===== src/rtl/rho_unrotate_pkg.sv =====
`default_nettype none
// ============================================================================
// Module      : rho_unrotate_pkg
// Description : Shared rho constants, slice/state types and offset lookup.
// Revision    : 1.0
// ============================================================================
package rho_unrotate_pkg;

  localparam int NLANES = 25;
  localparam int LANE_W = 64;
  localparam int ZW     = 6;

  typedef logic [NLANES-1:0] slice_t;

  typedef enum logic {
    LOAD  = 1'b0,
    DRAIN = 1'b1
  } state_t;

  // Lane rotation offsets, indexed by i = x + 5y
  localparam logic [ZW-1:0] RHO_OFFSET [0:NLANES-1] = '{
    6'd0,  6'd1,  6'd62, 6'd28, 6'd27,
    6'd36, 6'd44, 6'd6,  6'd55, 6'd20,
    6'd3,  6'd10, 6'd43, 6'd25, 6'd39,
    6'd41, 6'd45, 6'd15, 6'd21, 6'd8,
    6'd18, 6'd2,  6'd61, 6'd56, 6'd14
  };

  function automatic logic [ZW-1:0] rho_offset(input logic [4:0] lane);
    logic [ZW-1:0] off;
    off = '0;
    for (int k = 0; k < NLANES; k++) begin
      if (lane == 5'(k)) off = RHO_OFFSET[k];
    end
    return off;
  endfunction

endpackage
`default_nettype wire


===== src/rtl/rho_unrotate_if.sv =====
`default_nettype none
// ============================================================================
// Module      : rho_unrotate_if
// Description : Slice-in / slice-out valid-ready bundle for rho_unrotate.
// Revision    : 1.0
// ============================================================================
interface rho_unrotate_if;
  import rho_unrotate_pkg::*;

  logic        in_valid;
  logic        in_ready;
  slice_t      in_slice;
  logic        out_valid;
  logic        out_ready;
  slice_t      out_slice;
  logic [5:0]  out_z;
  logic        out_last;

  modport slave (
    input  in_valid, in_slice, out_ready,
    output in_ready, out_valid, out_slice, out_z, out_last
  );

  modport master (
    output in_valid, in_slice, out_ready,
    input  in_ready, out_valid, out_slice, out_z, out_last
  );

endinterface
`default_nettype wire


===== src/rtl/rho_unrotate_offset_rom.sv =====
`default_nettype none
// ============================================================================
// Module      : rho_offset_rom
// Description : Combinational lane index -> rho rotation offset lookup.
// Revision    : 1.0
// ============================================================================
module rho_offset_rom
  import rho_unrotate_pkg::*;
(
  input  logic [4:0]    lane,
  output logic [ZW-1:0] offset
);

  assign offset = rho_offset(lane);

endmodule
`default_nettype wire


===== src/rtl/rho_unrotate.sv =====
`default_nettype none
// ============================================================================
// Module      : rho_unrotate
// Description : Collects 64 rotated slices, stores each bit at its un-rotated
//               z, then streams the 64 un-rotated slices back out.
// Revision    : 1.0
// ============================================================================
module rho_unrotate
  import rho_unrotate_pkg::ZW, rho_unrotate_pkg::slice_t,
         rho_unrotate_pkg::state_t, rho_unrotate_pkg::LOAD,
         rho_unrotate_pkg::DRAIN;
#(
  parameter int LANE_W = 64,
  parameter int NLANES = 25
)(
  input  logic          clk,
  input  logic          rst_n,
  rho_unrotate_if.slave bus,
  output logic          busy
);

  state_t        r_state;
  logic [ZW-1:0] r_cnt;
  logic          r_in_ready;
  logic          r_out_valid;
  logic          r_out_last;

  logic          w_load_fire;
  logic          w_drain_fire;
  slice_t        w_out_slice;

  assign w_load_fire  = bus.in_valid & r_in_ready;
  assign w_drain_fire = r_out_valid & bus.out_ready;

  // Storage kept lane-major: each lane is a 64-bit row addressed by un-rotated z
  for (genvar i = 0; i < NLANES; i++) begin : g_lane
    logic [ZW-1:0]     w_off;
    logic [ZW-1:0]     w_wr_z;
    logic [LANE_W-1:0] r_lane;

    rho_offset_rom u_rom (
      .lane   (5'(i)),
      .offset (w_off)
    );

    assign w_wr_z = r_cnt - w_off;

    always_ff @(posedge clk or negedge rst_n) begin
      if (!rst_n) begin
        r_lane <= '0;
      end else if (w_load_fire) begin
        r_lane[w_wr_z] <= bus.in_slice[i];
      end
    end

    assign w_out_slice[i] = r_lane[r_cnt];
  end

  always_ff @(posedge clk or negedge rst_n) begin
    if (!rst_n) begin
      r_state     <= LOAD;
      r_cnt       <= '0;
      r_in_ready  <= 1'b1;
      r_out_valid <= 1'b0;
      r_out_last  <= 1'b0;
    end else begin
      case (r_state)
        LOAD: begin
          if (w_load_fire) begin
            r_cnt <= r_cnt + 1'b1;
            if (r_cnt == ZW'(63)) begin
              r_state     <= DRAIN;
              r_in_ready  <= 1'b0;
              r_out_valid <= 1'b1;
              r_out_last  <= 1'b0;
            end
          end
        end
        DRAIN: begin
          if (w_drain_fire) begin
            r_cnt      <= r_cnt + 1'b1;
            r_out_last <= (r_cnt == ZW'(62));
            if (r_cnt == ZW'(63)) begin
              r_state     <= LOAD;
              r_in_ready  <= 1'b1;
              r_out_valid <= 1'b0;
              r_out_last  <= 1'b0;
            end
          end
        end
        default: begin
          r_state     <= LOAD;
          r_cnt       <= '0;
          r_in_ready  <= 1'b1;
          r_out_valid <= 1'b0;
          r_out_last  <= 1'b0;
        end
      endcase
    end
  end

  assign bus.in_ready  = r_in_ready;
  assign bus.out_valid = r_out_valid;
  assign bus.out_slice = w_out_slice;
  assign bus.out_z     = r_cnt;
  assign bus.out_last  = r_out_last;
  assign busy          = (r_state != LOAD) || (r_cnt != '0);

endmodule
`default_nettype wire


===== src/flat_wrapper.sv =====
// flat-port wrapper written by rule: the top's interface ports become plain ports
module rho_unrotate_flat import rho_unrotate_pkg::ZW, rho_unrotate_pkg::slice_t,
         rho_unrotate_pkg::state_t, rho_unrotate_pkg::LOAD,
         rho_unrotate_pkg::DRAIN;
#(
  parameter int LANE_W = 64,
  parameter int NLANES = 25
)
  (clk, rst_n, busy, bus_in_valid, bus_in_slice, bus_out_ready, bus_in_ready, bus_out_valid, bus_out_slice, bus_out_z, bus_out_last);
  rho_unrotate_if bus_i ();
  input  logic clk;
  input  logic rst_n;
  output logic busy;
  input wire logic [$bits(bus_i.in_valid)-1:0] bus_in_valid;
  input wire logic [$bits(bus_i.in_slice)-1:0] bus_in_slice;
  input wire logic [$bits(bus_i.out_ready)-1:0] bus_out_ready;
  output wire logic [$bits(bus_i.in_ready)-1:0] bus_in_ready;
  output wire logic [$bits(bus_i.out_valid)-1:0] bus_out_valid;
  output wire logic [$bits(bus_i.out_slice)-1:0] bus_out_slice;
  output wire logic [$bits(bus_i.out_z)-1:0] bus_out_z;
  output wire logic [$bits(bus_i.out_last)-1:0] bus_out_last;
  assign bus_i.in_valid = bus_in_valid;
  assign bus_i.in_slice = bus_in_slice;
  assign bus_i.out_ready = bus_out_ready;
  assign bus_in_ready = bus_i.in_ready;
  assign bus_out_valid = bus_i.out_valid;
  assign bus_out_slice = bus_i.out_slice;
  assign bus_out_z = bus_i.out_z;
  assign bus_out_last = bus_i.out_last;
  rho_unrotate #(.LANE_W(LANE_W), .NLANES(NLANES)) u_core (.clk(clk), .rst_n(rst_n), .bus(bus_i), .busy(busy));
endmodule

===== config.mk =====
export PLATFORM = sky130hd
export DESIGN_NAME = rho_unrotate_flat
export DESIGN_NICKNAME = d
export VERILOG_FILES = /design/src/rtl/rho_unrotate_pkg.sv /design/src/rtl/rho_unrotate_if.sv /design/src/rtl/rho_unrotate_offset_rom.sv /design/src/rtl/rho_unrotate.sv /design/src/flat_wrapper.sv
export SDC_FILE = /design/constraint.sdc
export NUM_CORES = 2
export LEC_CHECK = 0
export CAP_MARGIN = 0
export CORE_ASPECT_RATIO = 1.5
export CORE_UTILIZATION = 57
export CTS_CLUSTER_SIZE = 20
export DETAILED_ROUTE_END_ITERATION = 8
export MAX_ROUTING_LAYER = met4
export PLACE_DENSITY = 0.83
export SLEW_MARGIN = 0
export SYNTH_ARGS = -nofsm -noshare
export SYNTH_HDL_FRONTEND = slang
export SYNTH_HIERARCHICAL = 1
export SYNTH_SLANG_ARGS = --single-unit

===== constraint.sdc =====
create_clock -name clk -period 6.1 [get_ports clk]
set_clock_uncertainty 0.1 [all_clocks]
set_input_delay 1.22 -clock clk [delete_from_list [all_inputs] [get_ports clk]]
set_output_delay 1.22 -clock clk [all_outputs]
set_load 0.02 [all_outputs]

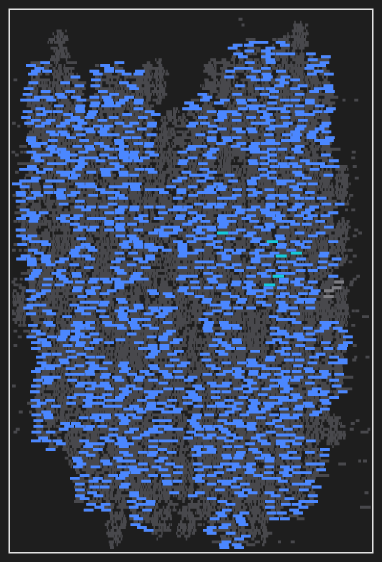
**Above:** sequential cells grouped by signal name.
Other sequential cells in the stronger grey, the rest of the logic in the fainter grey.
`u_core/bus.out_z`: in cyan, sequential cells 6, where east. `u_core/g_lane.r_lane`: in blue, sequential cells 1600, where spread over the die.
register cell area after layout: 40300 µm²
Sequential Power: 0.0107 W
fin util: 62.6%
fraction of area in registers: 37.6%

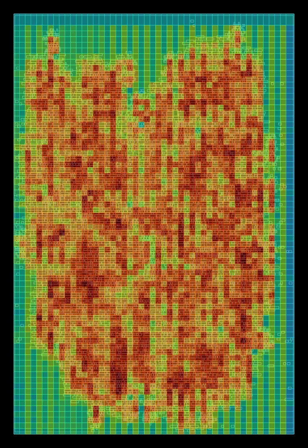
**Above:** routing congestion.
DR WL/cell: 22.2 µm
GR peak layer: met2

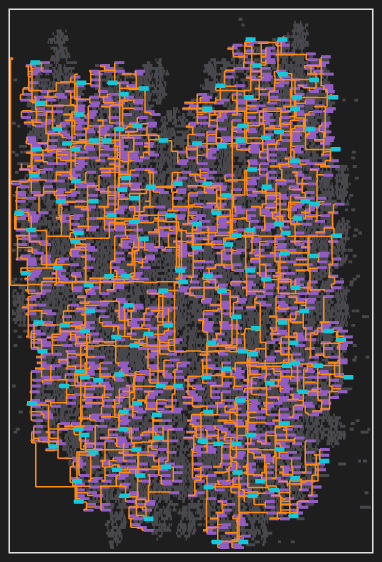
**Above:** clock wires, drivers and flops.
clock wires: in orange, length 19200 µm. cells driving clock nets: in cyan, count 155. flip-flops: in purple, count 1610.
There are 156 routed clock nets. Position of the flops: spread over the die.
Clk pwr share: 42.1%
Clock net power: 0.0103 W
Worst-Skew Late Latency: 810 ps

==> job_summary.md <==
### Metrics collected by this job

| Metric | Value |
|---|---|
| # diodes | 4 |
| Dominant flop cell | dfrtp_1 |
| Rows | 186 |
| Crit-path max FO | 46 |
| Synthesis area per yosys | 98300 µm² |
| Setup tns final | 0 ps |
| FF-to-FF setup slack | 1180 ps |
| Leading cell kind | combinational gates |
| Setup Slack @ Placement | 1130 ps |
| Post-Route WL | 256000 µm |
| Yosys warning tally | 6 |
| Syn-to-layout area delta | 9.15% |
| Simple Share, Synth | 15.4% |
| Largest net degree at the start of global routing | 183 |
| Worst Path Required | 4780 ps |
| Synthesized area per cell | 11.0 µm² |
| Non-CTS buffers | 197 |
| Clock slew at reported path FFs | 70 ps |
| P per Cell Area | 228 nW/µm² |
| Vias in the first global route | 78200 |
| # DRC | 0 |
| Cell Type Count | 67 |
| Cells in synth_stat.txt | 8966 |
| Fill cell count | 12600 |
| Xor+xnor area frac | 2.02% |
| Routed Antenna Nets | 0 |
| Initial antenna violation count | 5 |
| Commonest non-fill, non-tap cell in the layout | dfrtp_1 |
| Leakage | 48.2 nW |
| Post-synth seq share | 41.0% |
| CP Class | flop to output port |
| DR iter-0 viols | 7858 |
| Postcts setup bufs | 0 |
| Endpoints failing hold | 0 |
| Multi-input combinational cell count | 6954 |
| Peak supply drop | 0.000213 V |
| Tmin final | 5890 ps |
| Flop count | 1610 |
| Core Area | 171000 µm² |
| Signal buf overhead | 1.86% |
| Rel. slew slack | 13.6% |
| H-tree Lvls | 4 |
| I/O pin total | 64 |
| Number of CTS-inserted buffers | 155 |
| Max-Cap Viols | 0 |
| Main logic family | multiplexers |
| Nonclk inv count | 203 |
| Outcome | complete, no violations |
| Sinks on Clock Net | 1610 |
| Die area | 174000 µm² |
| Slew Limit Fails | 0 |
| Kind of end point of the critical path | output port |
| Layout cells sized above 1 | 23.5% |
| Die span in x | 341 µm |
| Die Y | 511 µm |
| CTS Buffer Depth | 3 |
| Asr flop ratio synth | 100% |
| Hold_buf cts | 0 |
| Worst slew pin tran | 1300 ps |
| DR pass1 iterations | 7 |
| Post-synth mux share | 28.5% |
| CTS tree | yes |
| Post-DP HPWL | 165000 µm |
| Max Clk Rate | 0.170 GHz |
| CTS resizes | 0 |
[final timing paths]
| kind | endpoint | startpoint | cells past startpoint |
|---|---|---|---|
| max | bus_out_slice[18] | u_core/bus.out_z[1] | 7 |
| min | u_core/g_lane[4].r_lane[33] | rst_n | 1 |
| max reg2reg | u_core/g_lane[17].r_lane[9] | u_core/bus.out_z[0] | 9 |
| min reg2reg | u_core/g_lane[23].r_lane[14] | u_core/g_lane[23].r_lane[14] | 1 |
| max in group asynchronous | u_core/g_lane[15].r_lane[21] | rst_n | 2 |
| min in group clk | u_core/g_lane[23].r_lane[14] | u_core/g_lane[23].r_lane[14] | 1 |
[cell usage after synthesis (26+ instances only)]
master / number / area (µm²)
buf_4: 51 / 383
buf_1: 60 / 225
xnor2_1: 79 / 692
a31oi_1: 33 / 206
o21ai_0: 36 / 180
a21oi_1: 260 / 1300
buf_2: 143 / 716
and2_1: 30 / 188
dfrtp_1: 1609 / 40300
or2_2: 51 / 319
a211oi_1: 28 / 210
nand3_1: 931 / 4660
mux4_2: 385 / 8670
nor2b_1: 31 / 194
buf_6: 50 / 563
mux2i_1: 114 / 1140
nor4_1: 50 / 313
o32ai_1: 50 / 438
o22ai_1: 56 / 350
o211ai_1: 50 / 375
clkbuf_1: 392 / 1470
xor2_1: 116 / 1020
ha_1: 128 / 1600
inv_1: 177 / 664
nand2_1: 404 / 1520
nor2_1: 335 / 1260
mux2_1: 350 / 3940
nand2b_1: 134 / 838
or3_1: 51 / 319
nor3_1: 907 / 4540
a22oi_1: 107 / 803
a22o_1: 30 / 263
o21ai_1: 26 / 130
mux2_2: 1262 / 14200
nand4_1: 77 / 482
a211o_1: 31 / 272
[worst max-delay path, cell delays in order, from the launching register on]
cell	delay (ps)
dfrtp_4	1030
clkinv_1	540
nand2_1	580
o22ai_1	130
a211oi_1	250
a221oi_1	130
or3_1	490
clkdlybuf4s50_1	590
[metrics by stage]
| step | instances | cell area [µm²] | power, W | hold slack (ps) |
|---|---|---|---|---|
| after global placement | 11200 | 102000 | 0.0140 | 368 |
| final | 11500 | 107000 | 0.0245 | 253 |
| after CTS | 11500 | 107000 | 0.0244 | 254 |
| after floorplan | 9464 | 100000 | 0.0134 | 359 |
| after global routing | 11500 | 107000 | 0.0253 | 304 |
| after detailed placement | 11200 | 102000 | 0.0141 | 375 |
[report_power, final]
part / switching, W / leakage, nW / total, W / internal (W)
Sequential: 0 / 22.5 / 0.0107 / 0.0107
Clock: 0.00427 / 2.66 / 0.0103 / 0.00603
Combinational: 0.00272 / 23.0 / 0.00348 / 0.000757
Total: 0.00699 / 48.2 / 0.0245 / 0.0175
[registers in the layout, summed over array words and instances (netlist names)]
signal,count
u_core/bus.out_valid,1
u_core/bus.out_last,1
u_core/g_lane.r_lane,1600
u_core/r_state,1
u_core/bus.in_ready,1
u_core/bus.out_z,6
[routing by layer]
layer  GRT usage (%)  vias to the layer above  routed length [µm]
met1            34.7                    37600               93300
met4            18.6                        0               16500
li1                -                    33300                   -
met5               -                        -                   0
met2            49.8                     3687              128000
met3            4.52                     1186               18300
Power is estimated from default activity; no workload was simulated.
